--- config.mk ---
export PLATFORM = sky130hd
export DESIGN_NAME = t02_mem_arbiter
export DESIGN_NICKNAME = d
export VERILOG_FILES = /design/src/rtl/t02_mem_pkg.sv /design/src/rtl/t02_mem_arb_pick.sv /design/src/rtl/t02_mem_arbiter.sv
export SDC_FILE = /design/constraint.sdc
export NUM_CORES = 1
export LEC_CHECK = 0
export CAP_MARGIN = 0
export CORE_MARGIN = 2
export CORE_UTILIZATION = 41
export DETAILED_ROUTE_END_ITERATION = 7
export GPL_TIMING_DRIVEN = 0
export PLACE_DENSITY = 0.8
export SLEW_MARGIN = 20
export SYNTH_ARGS = -nofsm -noshare
export SYNTH_HDL_FRONTEND = slang
export SYNTH_SLANG_ARGS = --single-unit
--- constraint.sdc ---
create_clock -name CLK -period 3.1 [get_ports CLK]
set_clock_uncertainty 0.2 [all_clocks]
set_input_delay 0.62 -clock CLK [delete_from_list [all_inputs] [get_ports CLK]]
set_output_delay 0.62 -clock CLK [all_outputs]
set_load 0.005 [all_outputs]
--- src/rtl/t02_mem_pkg.sv ---
// ============================================================================
// Module   : t02_mem_pkg
// Brief    : Shared types and default widths for the t02 memory arbiter.
// Revision : 1.0 - initial release
// ============================================================================
`default_nettype none

package t02_mem_pkg;

    localparam int c_ADDR_W = 32;
    localparam int c_DATA_W = 32;

    typedef enum logic [1:0] {
        IDLE  = 2'd0,
        ISSUE = 2'd1,
        WAIT  = 2'd2,
        DONE  = 2'd3
    } arb_state_t;

    typedef enum logic {
        INSTR = 1'b0,
        DATA  = 1'b1
    } grant_t;

    typedef enum logic {
        OP_READ  = 1'b0,
        OP_WRITE = 1'b1
    } mem_op_t;

endpackage

`default_nettype wire

--- src/rtl/t02_mem_arb_pick.sv ---
// ============================================================================
// Module   : t02_mem_arb_pick
// Brief    : Combinational fairness picker between fetch and data requesters.
// Revision : 1.0 - initial release
// ============================================================================
`default_nettype none

module t02_mem_arb_pick
    import t02_mem_pkg::*;
(
    input  logic    i_imem_ren,
    input  logic    i_dmm_ren,
    input  logic    i_dmm_wen,
    input  grant_t  i_last_grant,
    output logic    o_req_valid,
    output grant_t  o_grant,
    output mem_op_t o_op
);

    always_comb begin
        o_req_valid = i_imem_ren | i_dmm_ren | i_dmm_wen;
        o_grant     = INSTR;
        o_op        = OP_READ;
        // Data wins unless it was served last and a fetch is waiting.
        if ((i_dmm_ren | i_dmm_wen) && !((i_last_grant == DATA) && i_imem_ren)) begin
            o_grant = DATA;
            o_op    = i_dmm_ren ? OP_READ : OP_WRITE;
        end
    end

endmodule

`default_nettype wire

--- src/rtl/t02_mem_arbiter.sv ---
// ============================================================================
// Module   : t02_mem_arbiter
// Brief    : Shares the RAM/bus-manager port between fetch and data requesters.
//            Optional watchdog abort enabled by T02_MEM_TIMEOUT_EN.
// Revision : 1.0 - initial release
// ============================================================================
`default_nettype none

module t02_mem_arbiter
    import t02_mem_pkg::*;
#(
    parameter int ADDR_W         = c_ADDR_W,
    parameter int DATA_W         = c_DATA_W,
    parameter int TIMEOUT_CYCLES = 255
) (
    input  logic              CLK,
    input  logic              RST,
    input  logic              imemRen,
    input  logic [ADDR_W-1:0] imemaddr,
    input  logic              dmmRen,
    input  logic              dmmWen,
    input  logic [ADDR_W-1:0] dmmaddr,
    input  logic [DATA_W-1:0] dmmstore,
    input  logic              busy_o,
    input  logic [DATA_W-1:0] ramload,
    output logic              Ren,
    output logic              Wen,
    output logic [ADDR_W-1:0] ramaddr,
    output logic [DATA_W-1:0] ramstore,
    output logic              i_ready,
    output logic              d_ready,
    output logic [DATA_W-1:0] imemload,
    output logic [DATA_W-1:0] dmmload,
    output logic              err
);

    arb_state_t r_state;
    arb_state_t w_state_nxt;
    grant_t     r_last_grant;
    mem_op_t    r_op;
    grant_t     w_pick_grant;
    mem_op_t    w_pick_op;
    logic       w_req_valid;
    logic       w_abort;
    logic       w_enter_done;

    t02_mem_arb_pick u_pick (
        .i_imem_ren   (imemRen),
        .i_dmm_ren    (dmmRen),
        .i_dmm_wen    (dmmWen),
        .i_last_grant (r_last_grant),
        .o_req_valid  (w_req_valid),
        .o_grant      (w_pick_grant),
        .o_op         (w_pick_op)
    );

`ifdef T02_MEM_TIMEOUT_EN
    localparam int c_CNT_W = ($clog2(TIMEOUT_CYCLES + 1) > 8) ? $clog2(TIMEOUT_CYCLES + 1) : 8;

    logic [c_CNT_W-1:0] r_cnt;
    logic               r_err;

    always_ff @(posedge CLK) begin
        if (RST) begin
            r_cnt <= '0;
            r_err <= 1'b0;
        end else begin
            r_err <= w_abort;
            if (r_state == IDLE) begin
                r_cnt <= '0;
            end else if ((r_state == ISSUE) || (r_state == WAIT)) begin
                r_cnt <= r_cnt + 1'b1;
            end
        end
    end

    // A normal completion in the same cycle takes precedence over the abort.
    assign w_abort = ((r_state == ISSUE) || ((r_state == WAIT) && busy_o)) &&
                     (r_cnt == c_CNT_W'(TIMEOUT_CYCLES - 1));
    assign err     = r_err;
`else
    logic w_unused_timeout;
    assign w_unused_timeout = (TIMEOUT_CYCLES != 0);
    assign w_abort          = 1'b0;
    assign err              = 1'b0;
`endif

    always_comb begin
        w_state_nxt = r_state;
        case (r_state)
            IDLE:  if (w_req_valid) w_state_nxt = ISSUE;
            ISSUE: begin
                if (w_abort)     w_state_nxt = DONE;
                else if (busy_o) w_state_nxt = WAIT;
            end
            WAIT:  if (!busy_o || w_abort) w_state_nxt = DONE;
            DONE:  w_state_nxt = IDLE;
            default: w_state_nxt = IDLE;
        endcase
    end

    assign w_enter_done = ((r_state == ISSUE) || (r_state == WAIT)) && (w_state_nxt == DONE);

    always_ff @(posedge CLK) begin
        if (RST) begin
            r_state      <= IDLE;
            r_last_grant <= INSTR;
            r_op         <= OP_READ;
            Ren          <= 1'b0;
            Wen          <= 1'b0;
            ramaddr      <= '0;
            ramstore     <= '0;
            i_ready      <= 1'b0;
            d_ready      <= 1'b0;
            imemload     <= '0;
            dmmload      <= '0;
        end else begin
            r_state <= w_state_nxt;
            i_ready <= 1'b0;
            d_ready <= 1'b0;
            // The bus registers double as the capture of the granted request.
            if ((r_state == IDLE) && w_req_valid) begin
                r_last_grant <= w_pick_grant;
                r_op         <= w_pick_op;
                Ren          <= (w_pick_op == OP_READ);
                Wen          <= (w_pick_op == OP_WRITE);
                ramaddr      <= (w_pick_grant == DATA) ? dmmaddr : imemaddr;
                ramstore     <= (w_pick_op == OP_WRITE) ? dmmstore : '0;
            end
            if (w_enter_done) begin
                Ren      <= 1'b0;
                Wen      <= 1'b0;
                ramaddr  <= '0;
                ramstore <= '0;
                i_ready  <= (r_last_grant == INSTR);
                d_ready  <= (r_last_grant == DATA);
                if (!w_abort && (r_op == OP_READ)) begin
                    if (r_last_grant == INSTR) imemload <= ramload;
                    else                       dmmload  <= ramload;
                end
            end
        end
    end

endmodule

`default_nettype wire

==> impl_metrics.py <==
# Metrics from the implementation run
metrics = {
    "die": {
        "initial_core_util": 0.418,
    },
    "routing": {
        "wl_met2_mm": 8.52,
        "m1WireLength_mm": 6.53,
        "ant_nets": 0,
        "drt_iter0_drc": 275,
    },
    "logic_synthesis": {
        "area_leaders": "dfxtp_1 (50%), mux2i_1 (18%), nand2b_1 (11%), nor2_1 (4.7%), a211oi_1 (4.4%)",
        "ys_cells": 542,
        "synthMostInstantiatedCell": "dfxtp_1",
        "synthFlopType": "dfxtp_1",
        "xor_share": 0,
        "async_flop_share": 0,
        "synth_cells": 542,
    },
    "final_timing": {
        "min_period_ps": 2780,
        "setup_viol": 0,
        "fmax_mhz": 360,
        "worstMarginPinSlew_ps": 878,
    },
    "grt": {
        "grt_pass1_vias": 5044,
        "overflow": 0,
    },
    "cells_and_area": {
        "diodes": 0,
        "regArea_um2": 2720,
        "mostFrequentLayoutCell": "clkdlybuf4s50_1",
        "nMultiInputCombCells": 357,
        "finalNetCount": 965,
        "final-clk-cell-share": 0.0674,
    },
    "power": {
        "clk-power_mw": 2.04,
        "irDropWorstVdd_mv": 0.343,
        "p_clk_frac": 0.409,
        "swShare": 0.252,
    },
    "critical_path": {
        "rr_endpoint": "ramaddr[15]",
        "cp-endpoint": "ramaddr[15]",
        "cp.buffers_inverters": 3,
        "slowest_stage": "or4b_1",
        "r2r_slack_ps": 620,
        "critPathRequiredTime_ps": 3170,
    },
    "clock_network": {
        "cts_buffers": 17,
        "ctsRootBufferMaster": "clkbuf_16",
        "cts_resized": 0,
        "h-tree-depth": 4,
    },
    "status": {
        "status": "finished clean",
    },
}
**Routing congestion map**

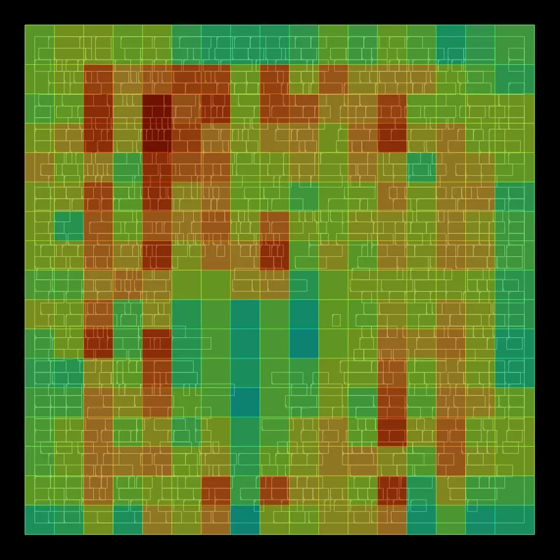
met3 usage: 0.0684
M2 GR Usage: 0.419

**Cell sizes after repair**

(3 px per µm)
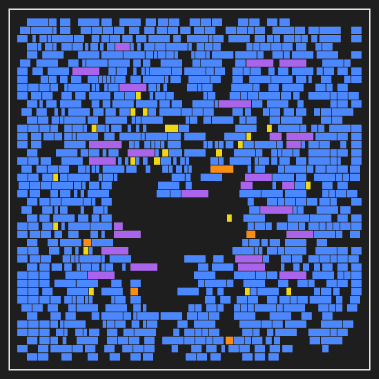
[x2] yellow | cells: 20 | most used: buf_2
[x1 and smaller] blue | cells: 788 | most used: clkdlybuf4s50_1
[x6 and larger] purple | cells: 26 | most used: clkbuf_16
[x3 and x4] orange | cells: 5 | most used: clkinvlp_4
cell area after layout: 8970 µm²
P&R area growth vs syn: 63.4%
final setup margin: 320 ps
Signal buffers: 308

**Signal wires on met1**

(4 px per µm)
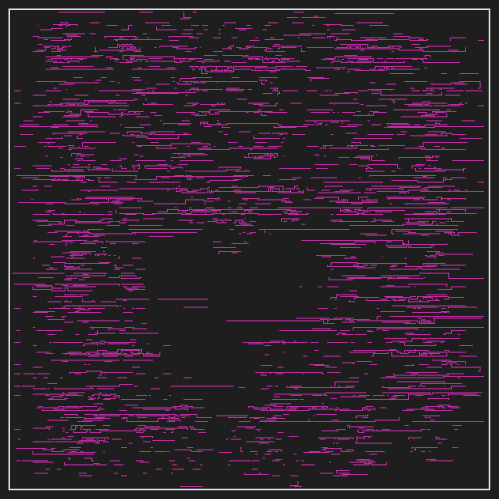
main direction: horizontal
wire length on this layer: 6,530 µm
nets with wire on the layer: 855
Routed WL: 16.5 mm
met1 usage: 0.251
Vias: 4,995

Power figures rest on the tool's default switching activity, not on a simulated workload.
